File: src/rtl/uart_pkt_parser.sv
// Byte-stream packet parser: finds SYNC/LEN/payload/CHK frames, verifies the XOR
// checksum, and releases the buffered payload downstream only after it passes.
module uart_pkt_parser #(
   parameter logic [7:0]  SYNC_BYTE = 8'hA5,
   parameter int unsigned MAX_LEN   = 16
) (
   input  logic       i_clk,
   input  logic       i_rst,
   input  logic [7:0] i_data,
   input  logic       i_valid,
   output logic       o_ready,
   input  logic       i_rxerr,
   output logic [7:0] o_data,
   output logic       o_valid,
   input  logic       i_ready,
   output logic       o_last,
   output logic [7:0] o_len,
   output logic       o_err,
   output logic [1:0] o_errcode
);

   localparam int unsigned IW = $clog2(MAX_LEN + 1);
   localparam int unsigned AW = (MAX_LEN > 1) ? $clog2(MAX_LEN) : 1;

   localparam logic [1:0] ERR_LEN   = 2'b01;
   localparam logic [1:0] ERR_CHK   = 2'b10;
   localparam logic [1:0] ERR_RX    = 2'b11;

   typedef enum logic [2:0] {
      S_IDLE,
      S_LEN,
      S_PAYLOAD,
      S_CHK,
      S_EMIT
   } state_t;

   state_t          state_q, state_n;
   logic [7:0]      len_q, len_n;
   logic [7:0]      chk_q, chk_n;
   logic [IW-1:0]   wr_idx_q, wr_idx_n;
   logic [IW-1:0]   rd_idx_q, rd_idx_n;
   logic            ready_n;
   logic            valid_n;
   logic [7:0]      data_n;
   logic            last_n;
   logic [7:0]      olen_n;
   logic            err_n;
   logic [1:0]      code_n;
   logic            wr_en;
   logic            in_xfer;

   logic [7:0]      buf_mem [MAX_LEN];

   assign in_xfer = i_valid && o_ready;

   // State and registered outputs
   always_ff @(posedge i_clk) begin
      if (i_rst) begin
         state_q   <= S_IDLE;
         len_q     <= 8'd0;
         chk_q     <= 8'd0;
         wr_idx_q  <= '0;
         rd_idx_q  <= '0;
         o_ready   <= 1'b1;
         o_valid   <= 1'b0;
         o_data    <= 8'd0;
         o_last    <= 1'b0;
         o_len     <= 8'd0;
         o_err     <= 1'b0;
         o_errcode <= 2'b00;
      end else begin
         state_q   <= state_n;
         len_q     <= len_n;
         chk_q     <= chk_n;
         wr_idx_q  <= wr_idx_n;
         rd_idx_q  <= rd_idx_n;
         o_ready   <= ready_n;
         o_valid   <= valid_n;
         o_data    <= data_n;
         o_last    <= last_n;
         o_len     <= olen_n;
         o_err     <= err_n;
         o_errcode <= code_n;
      end
   end

   // Payload buffer; contents are don't-care until written
   always_ff @(posedge i_clk) begin
      if (wr_en) begin
         buf_mem[AW'(wr_idx_q)] <= i_data;
      end
   end

   // Next-state and output decode
   always_comb begin
      state_n  = state_q;
      len_n    = len_q;
      chk_n    = chk_q;
      wr_idx_n = wr_idx_q;
      rd_idx_n = rd_idx_q;
      valid_n  = o_valid;
      data_n   = o_data;
      last_n   = o_last;
      olen_n   = o_len;
      err_n    = 1'b0;
      code_n   = o_errcode;
      wr_en    = 1'b0;

      case (state_q)
         S_IDLE: begin
            if (in_xfer && (i_data == SYNC_BYTE)) begin
               state_n = S_LEN;
            end
         end

         S_LEN: begin
            if (i_rxerr) begin
               err_n   = 1'b1;
               code_n  = ERR_RX;
               state_n = S_IDLE;
            end else if (in_xfer) begin
               if ((i_data == 8'd0) || (32'(i_data) > MAX_LEN)) begin
                  err_n   = 1'b1;
                  code_n  = ERR_LEN;
                  state_n = S_IDLE;
               end else begin
                  len_n    = i_data;
                  chk_n    = i_data;
                  wr_idx_n = '0;
                  state_n  = S_PAYLOAD;
               end
            end
         end

         S_PAYLOAD: begin
            if (i_rxerr) begin
               err_n   = 1'b1;
               code_n  = ERR_RX;
               state_n = S_IDLE;
            end else if (in_xfer) begin
               wr_en    = 1'b1;
               chk_n    = chk_q ^ i_data;
               wr_idx_n = wr_idx_q + IW'(1);
               if ((8'(wr_idx_q) + 8'd1) == len_q) begin
                  state_n = S_CHK;
               end
            end
         end

         S_CHK: begin
            if (i_rxerr) begin
               err_n   = 1'b1;
               code_n  = ERR_RX;
               state_n = S_IDLE;
            end else if (in_xfer) begin
               if (i_data == chk_q) begin
                  state_n  = S_EMIT;
                  valid_n  = 1'b1;
                  data_n   = buf_mem[0];
                  last_n   = (len_q == 8'd1);
                  olen_n   = len_q;
                  rd_idx_n = '0;
               end else begin
                  err_n   = 1'b1;
                  code_n  = ERR_CHK;
                  state_n = S_IDLE;
               end
            end
         end

         S_EMIT: begin
            // Next byte is fetched on the transfer edge so there are no bubbles
            if (o_valid && i_ready) begin
               if (o_last) begin
                  valid_n = 1'b0;
                  last_n  = 1'b0;
                  state_n = S_IDLE;
               end else begin
                  rd_idx_n = rd_idx_q + IW'(1);
                  data_n   = buf_mem[AW'(rd_idx_q + IW'(1))];
                  last_n   = ((8'(rd_idx_q) + 8'd2) == len_q);
               end
            end
         end

         default: begin
            state_n = S_IDLE;
            valid_n = 1'b0;
            last_n  = 1'b0;
         end
      endcase

      ready_n = (state_n != S_EMIT);
   end

endmodule

File: config.mk
export PLATFORM = sky130hd
export DESIGN_NAME = uart_pkt_parser
export DESIGN_NICKNAME = d
export VERILOG_FILES = /design/src/rtl/uart_pkt_parser.sv
export SDC_FILE = /design/constraint.sdc
export NUM_CORES = 1
export LEC_CHECK = 0
export CORE_ASPECT_RATIO = 0.6
export CORE_MARGIN = 2
export CORE_UTILIZATION = 45
export CTS_CLUSTER_DIAMETER = 150
export CTS_CLUSTER_SIZE = 30
export DETAILED_ROUTE_END_ITERATION = 8
export SLEW_MARGIN = 30
export SYNTH_ARGS = -nofsm -noshare
export SYNTH_HDL_FRONTEND = slang
export SYNTH_SLANG_ARGS = --single-unit
export TNS_END_PERCENT = 20
File: constraint.sdc
create_clock -name i_clk -period 2.3 [get_ports i_clk]
set_input_delay 0.345 -clock i_clk [delete_from_list [all_inputs] [get_ports i_clk]]
set_output_delay 0.345 -clock i_clk [all_outputs]
set_load 0.05 [all_outputs]
Fig. 1: run 1, logic cells by family
(4 px per um)
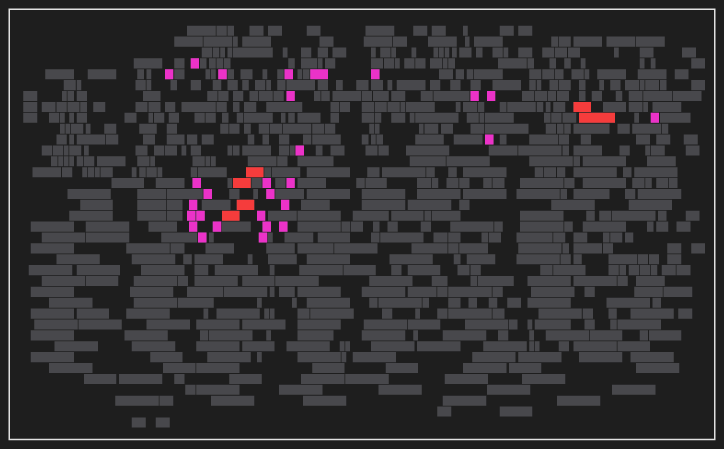
| family | color | cells | most used |
|---|---|---|---|
| adder and majority cells | red | 6 | ha_1 |
| AND and OR gates | magenta | 28 | and2_1 |
leading cell type in the layout, fill and taps excluded: sky130_fd_sc_hd__edfxtp_1
Final Instance Count excl. Fillers: 937

Fig. 2: run 1, placement view
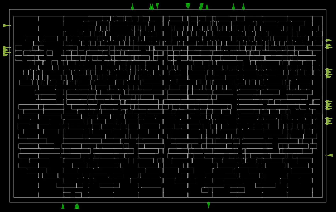
flip-flop and latch count: 179
register fraction of the total cell area: 49.8%
filler cell count: 1,409
post-layout utilization of the core: 56.6%
Floorplan Core Area: 17,300 sq um

Fig. 3: run 1, I/O pins on the die edge
(4 px per um) Pins as bars across the die edge, other pins in gray.
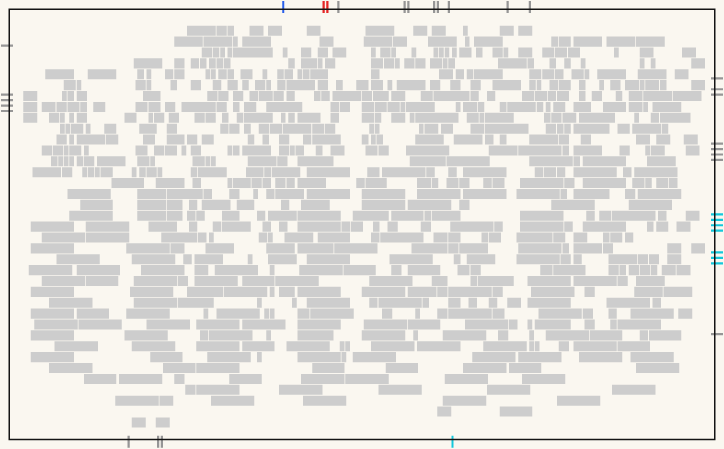
| port | color | pins | direction | edge |
|---|---|---|---|---|
| o_data | cyan | 8 | output | 7 east, 1 south |
| o_err | blue | 1 | output | north |
| o_errcode | red | 2 | output | north |
all pins by edge: 15 east, 11 north, 5 west, 4 south
die extent in y: 107 um
die width: 176 um
IO Port Bufs: 34

==> run notes, run 1 <==
Synthesis and place-and-route results.

- In the placement report, post-DP HPWL is listed as 14.0 mm.
- Per the final layout report, the fraction of cells sized above drive strength 1 comes to 19.5%.
- The global-route met1 utilization is 35.1%.
- 35 I/O pins were placed.
- The total number of yosys warnings is 0.
- Per STA, the startpoint of the critical path is rd_idx_q[1].
- For this run, the script counts the antenna cells in the layout as 0.
- The run finished with clean final reports.
- The worst hold path begins at o_len[2].
- As reported, the later end of the worst-skew pair has a clock insertion delay of 0.43 ns.
- The switching share of power is 22.8%.
- The adder-cell share of the synthesized area is less than 1%.
- The total cells reported by yosys after synthesis is 616.
- The fraction of registers with async set/reset is 0%.
- The portion of netlist area occupied by mux cells is 8.49%.
- The wire length of the first global-routing pass is 31.4 mm.
- Using the TritonRoute via totals, the vias-per-cell ratio works out to 5.90.
- Per the area breakdown, the dominant cell category is registers.
- The mean post-synth cell area is 13.0 sq um.
- The pre-CTS setup slack is -0.0773 ns.
- The classification of the worst-slack hold path is reg2reg.
- The reported net switching power is around 0.0015 W.
- In the synthesized netlist the dominant register cell turns out to be sky130_fd_sc_hd__edfxtp_1.
- The routed layout has 5,527 vias.
- Per the synthesis report, the XOR/XNOR share of the synthesized area is ~2.6%.
- The final weighted congestion of routability-driven global placement is 0.793.
- The global router reports that the layer with the highest usage is met1.
- The number of buffers and inverters on the critical path is 2.
- Per the detail_route report, routed wire per instance is between 20 and 25 um.
- The category of the critical setup timing path is reg2reg.
- For the sequential group, total power comes out at 0.00344 W.
- Clock tree synthesis inserted a total of 17 buffers.
-- run 1: cells in the mapped netlist (13+ instances only) --
library cell | count | area [sq um]
sky130_fd_sc_hd__mux2i_1 | 16 | 160
sky130_fd_sc_hd__a22oi_1 | 22 | 165
sky130_fd_sc_hd__nand2_1 | 43 | 161
sky130_fd_sc_hd__clkbuf_1 | 24 | 90.1
sky130_fd_sc_hd__nor2b_1 | 20 | 125
sky130_fd_sc_hd__nor3_1 | 13 | 65.1
sky130_fd_sc_hd__nand3_1 | 15 | 75.1
sky130_fd_sc_hd__a21oi_1 | 24 | 120
sky130_fd_sc_hd__a2111oi_0 | 17 | 149
sky130_fd_sc_hd__dfxtp_1 | 51 | 1020
sky130_fd_sc_hd__mux4_2 | 23 | 518
sky130_fd_sc_hd__xor2_1 | 13 | 114
sky130_fd_sc_hd__edfxtp_1 | 128 | 3840
sky130_fd_sc_hd__nor2_1 | 42 | 158
sky130_fd_sc_hd__and2_1 | 18 | 113
-- run 1: placed cells by master, fill, tap and decap left out, types with 7 or more instances in the layout --
cell and instances:
sky130_fd_sc_hd__buf_4 44, sky130_fd_sc_hd__o21ai_0 12, sky130_fd_sc_hd__xnor2_1 11, sky130_fd_sc_hd__mux2i_1 16, sky130_fd_sc_hd__xor2_1 12, sky130_fd_sc_hd__o31ai_1 9
sky130_fd_sc_hd__nor2_1 42, sky130_fd_sc_hd__a21oi_1 24, sky130_fd_sc_hd__inv_1 8, sky130_fd_sc_hd__dfxtp_1 50, sky130_fd_sc_hd__a22oi_1 22, sky130_fd_sc_hd__nand2_1 43
sky130_fd_sc_hd__nor3_1 13, sky130_fd_sc_hd__and2_1 18, sky130_fd_sc_hd__nor2b_1 20, sky130_fd_sc_hd__clkdlybuf4s50_1 34, sky130_fd_sc_hd__o21ai_1 7, sky130_fd_sc_hd__a2111oi_0 13
sky130_fd_sc_hd__clkbuf_16 17, sky130_fd_sc_hd__buf_12 20, sky130_fd_sc_hd__nand3_1 15, sky130_fd_sc_hd__edfxtp_1 128, sky130_fd_sc_hd__mux4_2 23, sky130_fd_sc_hd__nand2b_1 10
-- run 1: worst max-delay path by stage --
stage	to	slack, ns	cells past startpoint
4_1_cts	o_data[5]	0.10	8
6_report	o_data[2]	0.16	8
2_1_floorplan	buf_mem[10][0]	0.27	4
5_1_grt	o_data[2]	0.01	8
3_3_place_gp	chk_q[2]	-0.04	7
3_5_place_dp	chk_q[5]	-0.08	7
-- run 1: metrics by stage --
stage / util (%) / area (sq um) / hold slack, ns / power, W / TNS, ns
4_1_cts: 56.4 / 9750 / 0.506 / 0.00659 / 0
3_3_place_gp: 53.0 / 9160 / 0.473 / 0.00369 / -0.0668
2_1_floorplan: - / 7990 / 0.444 / 0.00357 / 0
3_5_place_dp: 53.0 / 9160 / 0.488 / 0.00369 / -0.480
6_report: 56.6 / 9770 / 0.501 / 0.00655 / 0
5_1_grt: 56.6 / 9770 / 0.519 / 0.00673 / 0
==> run 1 -> run 2 <==
--- a/config.mk
+++ b/config.mk
@@ -8,6 +8,7 @@
 export CORE_ASPECT_RATIO = 0.6
 export CORE_MARGIN = 2
 export CORE_UTILIZATION = 45
+export CTS_BUF_LIST = sky130_fd_sc_hd__clkbuf_8
 export CTS_CLUSTER_DIAMETER = 150
 export CTS_CLUSTER_SIZE = 30
 export DETAILED_ROUTE_END_ITERATION = 8
==> run notes, run 2 <==
Synthesis and place-and-route results.

- After synthesis, the share of flip-flops with an asynchronous set or reset is 0%.
- The number of buffers created by CTS is 17.
- For this run, the leading register cell type out of synthesis is sky130_fd_sc_hd__edfxtp_1.
- The number of buffers and inverters on the critical path is 1.
- The placement stage leaves a total instance area of 9160 sq um.
- Per the OpenROAD floorplan log, the area of the core is about 17,000 sq um.
- The final layout report lists a filler cell count of 1,432.
- For this run, the post-layout net count is 709.
- The script extracted a net switching power of between 0.001 and 0.0015 W.
- The design area is 9580 sq um.
- The skew report gives the latency at the later pin of the worst-skew pair as 0.46 ns.
- The biggest area contributor in the post-synthesis netlist is sky130_fd_sc_hd__edfxtp_1.
- The global-route met1 utilization is 35.0%.
- The wire length of the first global-routing pass is 31.2 mm.
- Per the detail_route report, routed wire per instance is approximately 22 um.
- The count of vias placed by the detailed router is 5,436.
- The design draws 0.00581 W.
- The total number of yosys warnings is 0.
- The power report lists cell-internal power as ~0.0044 W.
- As logged by OpenROAD, the buffers inserted on ports number 34.
- The total cells reported by yosys after synthesis is around 620.
- The share of Yosys cell area claimed by the top area cell type is 48.1%.
- The most common cell in the synthesized netlist is sky130_fd_sc_hd__edfxtp_1.
- Pin placement for this block handled 35 I/O pins.
- Detailed placement finished with a half-perimeter wire length of 14.0 mm.
- The most common library cell in the layout ignoring fill and taps is sky130_fd_sc_hd__edfxtp_1.
- The flow ran to the end, and the final reports show no timing, DRC or antenna violations.
- Ranking logic cells in the layout by count gives the top entries 128 x sky130_fd_sc_hd__edfxtp_1, 50 x sky130_fd_sc_hd__dfxtp_1, 44 x sky130_fd_sc_hd__buf_4.
- The layer flagged by global routing as most heavily used is met1.
- The final weighted congestion of routability-driven global placement is between 0.7 and 0.8.
- Cells with a size suffix above 1 make up 19.5% of the layout.
- The detailed router finished its first iteration with 647 violations.
- The mean post-synth cell area is 13.0 sq um.
- The category of the critical setup timing path is reg2reg.
- In the post-synthesis netlist, the biggest area contributors are sky130_fd_sc_hd__edfxtp_1 48%, sky130_fd_sc_hd__dfxtp_1 13%, sky130_fd_sc_hd__mux4_2 6.5%.
- According to the floorplan report, the die height is 107 um.
- The setup TNS after final layout is 0 ns.
- Setup repair after global routing left no endpoint under its margin.
- The number of nets with antenna violations after detailed routing is 0.
- The area occupied by multi-input gates is slightly below 3000 sq um.
- The final antenna diode count is 0.
- The start point of the worst min-delay path is o_len[2].
- The wire length reported by the detailed router is 20.3 mm.
- For this run, the detailed router reports a per-instance via density of 5.80.
-- run 2: cell families (layout without fill, tap and decap cells) --
family,after synthesis,after routing,share of synthesized area (%)
compound gates,126,126,11.4
simple gates,191,191,12.7
flops,179,179,60.9
xor+xnor,24,24,2.63
mux,39,39,8.49
fa+ha+maj,6,6,0.940
buf+inv,51,138,2.93
-- run 2: stage by stage --
stage | hold WS [ns] | util, %
finish | 0.507 | 55.5
global route | 0.524 | 55.5
CTS | 0.513 | 55.3
detailed placement | 0.488 | 53.0
global placement | 0.473 | 53.0
floorplan | 0.444 | -
-- run 2: power groups by stage --
stage | Combinational (W) | Sequential [W] | Clock (W)
finish | 0.000179 | 0.00344 | 0.00219
global placement | 0.000171 | 0.00352 | 0
floorplan | 0.0000472 | 0.00352 | 0
detailed placement | 0.000176 | 0.00352 | 0
global route | 0.000192 | 0.00344 | 0.00237
CTS | 0.000177 | 0.00344 | 0.00224
-- run 2: worst max path at each step --
stage	from	cells past startpoint	endpoint
6_report	rd_idx_q[1]	7	o_data[3]
5_1_grt	state_q[0]	6	chk_q[5]
4_1_cts	rd_idx_q[1]	8	o_data[5]
3_5_place_dp	i_data[0]	7	chk_q[5]
3_3_place_gp	i_data[0]	7	chk_q[2]
2_1_floorplan	o_ready	4	buf_mem[10][0]
-- run 2: area by class of cell --
type                       instances  area share [%]
tap                              234            3.06
inverter                           8           0.314
clock inverter                    15            1.71
sequential                       179            50.8
multi-input combinational        386            30.5
timing repair buffer              98            11.2
clock buffer                      17            2.44
-- run 2: worst min-delay path, stage by stage (launching register included) --
cell	delay (ns)
sky130_fd_sc_hd__dfxtp_1	0.34
sky130_fd_sc_hd__mux2i_1	0.06
sky130_fd_sc_hd__nor2_1	0.07
-- run 2: layer usage --
layer / part of all wire [%] / up-vias
li1: - / 2502
met1: 48 / 2711
met2: 42 / 205
met3: 9.0 / 18
met4: 1.0 / 0
met5: 0 / -
-- run 2: what timing repair did --
item / 4_1_cts / 5_1_grt
gates resized: 0 / 6
endpoints found under the setup margin: 0 / 5
hold buffers: 0 / 0
Fig. 4: run 2, I/O pins on the die edge
(4 px per um) Pins as bars across the die edge, other pins in gray.
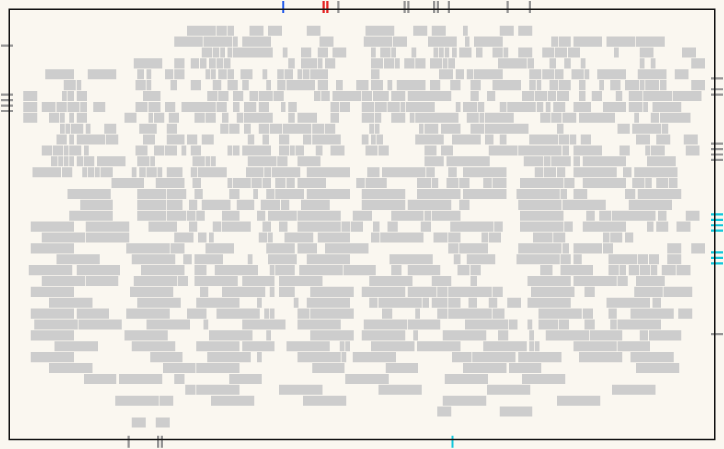
| port | color | pins | direction | edge |
|---|---|---|---|---|
| o_err | blue | 1 | output | north |
| o_data | cyan | 8 | output | 7 east, 1 south |
| o_errcode | red | 2 | output | north |
all pins by edge: 15 east, 11 north, 5 west, 4 south

Fig. 5: run 2, logic cells by family
(4 px per um)
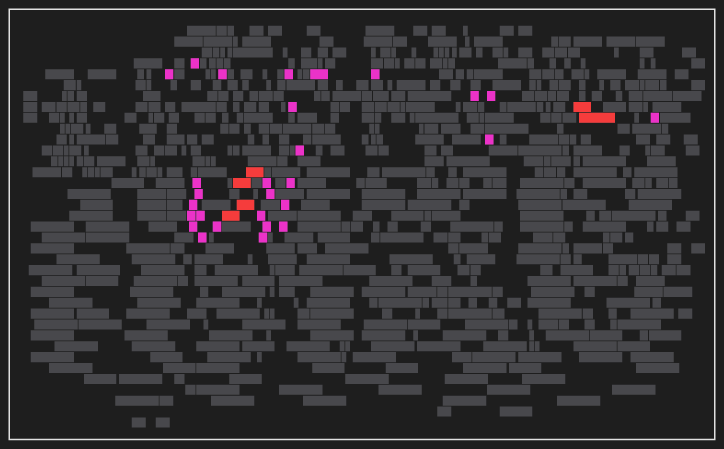
| family | color | cells | most used |
|---|---|---|---|
| AND and OR gates | magenta | 28 | and2_1 |
| adder and majority cells | red | 6 | ha_1 |
share of the final layout cell area in multi-input gates: 30.5%

==> run 2 -> run 3 <==
--- a/config.mk
+++ b/config.mk
@@ -5,6 +5,7 @@
 export SDC_FILE = /design/constraint.sdc
 export NUM_CORES = 1
 export LEC_CHECK = 0
+export CAP_MARGIN = 20
 export CORE_ASPECT_RATIO = 0.6
 export CORE_MARGIN = 2
 export CORE_UTILIZATION = 45
==> run notes, run 3 <==
Synthesis and place-and-route results.

- The mean post-synth cell area is 13.0 sq um.
- The top cell types in the final layout, fill and taps aside, are 128 x sky130_fd_sc_hd__edfxtp_1, 50 x sky130_fd_sc_hd__dfxtp_1, 44 x sky130_fd_sc_hd__buf_4.
- The total cells reported by yosys after synthesis is just over 600.
- The design area is 9580 sq um.
- Hold repair after CTS inserted 0 buffers.
- The height of the die is 107 um.
- The run finished with clean final reports.
- The number of buffers created by CTS is 17.
- The average via count per standard cell is 5.80.
- The clock network latency to the later pin of the worst-skew pair is 0.46 ns.
- For the worst setup path, the data required time is 2.64 ns.
- 0 antenna diodes ended up in the layout.
- The post-layout minimum cycle time is 2.10 ns.
- The detailed placer reported the number of placed instances as slightly above 900.
- The synthesis run shows the most used standard cells to be 128 x sky130_fd_sc_hd__edfxtp_1, 51 x sky130_fd_sc_hd__dfxtp_1, 43 x sky130_fd_sc_hd__nand2_1, 42 x sky130_fd_sc_hd__nor2_1.
- The total cell area at the placement stage is roughly 9000 sq um.
- STA reports the tightest min-delay check as being of type reg2reg.
- The net count of the finished layout is 709.
- The synthesis report lists the most area-consuming cells as sky130_fd_sc_hd__edfxtp_1 48%, sky130_fd_sc_hd__dfxtp_1 13%, sky130_fd_sc_hd__mux4_2 6.5%.
- The share of Yosys cell area claimed by the top area cell type is just under 50%.
- The register with the most flip-flops is buf_mem.
- The post-route netlist has 19.5% of its cells at a drive strength greater than 1.
- The cell type that accounts for the most area after synthesis is sky130_fd_sc_hd__edfxtp_1.
- Counting the warning lines in the Yosys log gives 0.
- The detailed router reported a total wirelength of 20.3 mm.
- The final weighted congestion of routability-driven global placement is 0.793.
- The most critical setup path has its startpoint at rd_idx_q[1].
- Among all flip-flop cells after synthesis, the most frequent one is sky130_fd_sc_hd__edfxtp_1.
- In the final report, the number of hold violations comes to 0.
- The floorplan step set the die width to 176 um.
- The start point of the worst min-delay path is o_len[2].
- The library cell used most frequently in the layout, excluding fill and tap cells, is sky130_fd_sc_hd__edfxtp_1.
- The number of nets with antenna violations after detailed routing is 0.
- The synthesis report gives the async set-or-reset register share as 0%.
- Setup repair after global routing left no endpoint under its margin.
- The tally of non-filler cells in the final layout is 937.
- The total of buffers placed on input and output ports is 34.
- The category of the critical setup timing path is reg2reg.
- The wire length of the first global-routing pass is 31.2 mm.
- The first routing iteration left 647 violations.
- Across all layers, the routed design uses 5,436 vias.
- The synthesis stats list as the most numerous cell sky130_fd_sc_hd__edfxtp_1.
- For this run the detailed placement stage logged an HPWL of 14.0 mm.
- The tool flagged a number of max-cap violations equal to 0.
- The average wire per cell in the routed design is 21.7 um.
- The total overflow reported by the global router is 0.
- The post-synth tally of flip-flops with integrated enable is 128.
-- run 3: cell counts after synthesis --
Identical to the previous run, type by type.
-- run 3: worst max-delay path, cell delays in order (launching register included) --
cell and delay, ns:
sky130_fd_sc_hd__dfxtp_1 0.48, sky130_fd_sc_hd__ha_4 0.22, sky130_fd_sc_hd__xor2_2 0.14, sky130_fd_sc_hd__buf_4 0.34, sky130_fd_sc_hd__mux4_2 0.35, sky130_fd_sc_hd__nand2b_1 0.16
sky130_fd_sc_hd__a22oi_1 0.19, sky130_fd_sc_hd__a21oi_1 0.11
-- run 3: metrics by stage --
stage / setup TNS (ns) / utilization (%) / setup slack (ns) / hold slack (ns) / total power [W]
finish: 0 / 55.5 / 0.195 / 0.507 / 0.00581
global route: 0 / 55.5 / 0.0251 / 0.524 / 0.00600
CTS: 0 / 55.3 / 0.0910 / 0.513 / 0.00586
detailed placement: -0.480 / 53.0 / -0.0773 / 0.488 / 0.00369
global placement: -0.0668 / 53.0 / -0.0383 / 0.473 / 0.00369
floorplan: 0 / - / 0.268 / 0.444 / 0.00357
-- run 3: report_power, final --
part,internal (W),leakage [nW],switching [W]
clock,0.000908,0.194,0.00128
sequential,0.00344,1.56,0.000000105
combinational,0.0000654,1.50,0.000113
total,0.00442,3.25,0.00140
-- run 3: cell families (layout without fill, tap and decap cells) --
logic type / Yosys count / after routing / share of synthesized area [%]
AOI/OAI and AO/OA: 126 / 126 / 11.4
xor gates and xnor gates: 24 / 24 / 2.63
adders and majority gates: 6 / 6 / 0.940
muxes: 39 / 39 / 8.49
DFF: 179 / 179 / 60.9
and+or+nand+nor: 191 / 191 / 12.7
buffers and inverters: 51 / 138 / 2.93
-- run 3: routing by layer --
layer | up-vias | track usage, % | part of all wire [%]
li1 | 2502 | - | -
met4 | 0 | 5.79 | 1.0
met3 | 18 | 5.82 | 9.0
met5 | - | 0 | 0
met2 | 205 | 31.4 | 42
met1 | 2711 | 35.0 | 48
-- run 3: final cells by class --
cell class / instances / area (sq um)
repair buffers: 98 / 1070
fillers: 1432 / 7690
inverters: 8 / 30.0
multi-input cells: 386 / 2920
clock buffers: 17 / 234
well taps: 234 / 293
flip-flops and latches: 179 / 4870
clock inverters: 15 / 164
-- run 3: repair_timing --
item,in CTS,in global routing
endpoints found under the setup margin,0,5
resized,0,6
setup buffers,0,0
-- run 3: path summary, 6_finish.rpt --
path,slack [ns],end
setup / recovery,0.20,o_data[3]
hold / removal,0.51,o_len[2]
setup reg to reg,0.20,o_data[3]
hold reg to reg,0.51,o_len[2]
Fig. 6: run 3, I/O pins on the die edge
(4 px per um) Pins as bars across the die edge, other pins in gray.
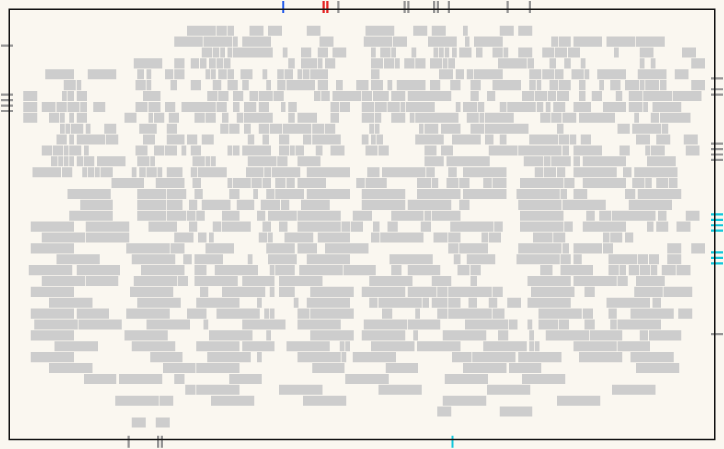
| port | color | pins | direction | edge |
|---|---|---|---|---|
| o_errcode | red | 2 | output | north |
| o_data | cyan | 8 | output | 7 east, 1 south |
| o_err | blue | 1 | output | north |
all pins by edge: 15 east, 11 north, 5 west, 4 south

Fig. 7: run 3, I/O nets highlighted
(2 px per um)
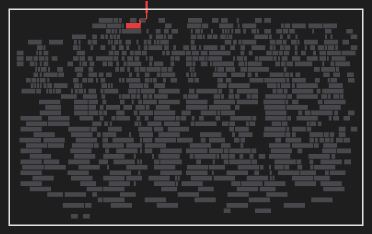
| port | color | bits | direction | edge | end cells | buffers | wire |
|---|---|---|---|---|---|---|---|
| o_err | red | 1 | output | north | 1 | 1 | 6.70 um |
Boundary Pins: 35

Power figures rest on the tool's default switching activity, not on a simulated workload.
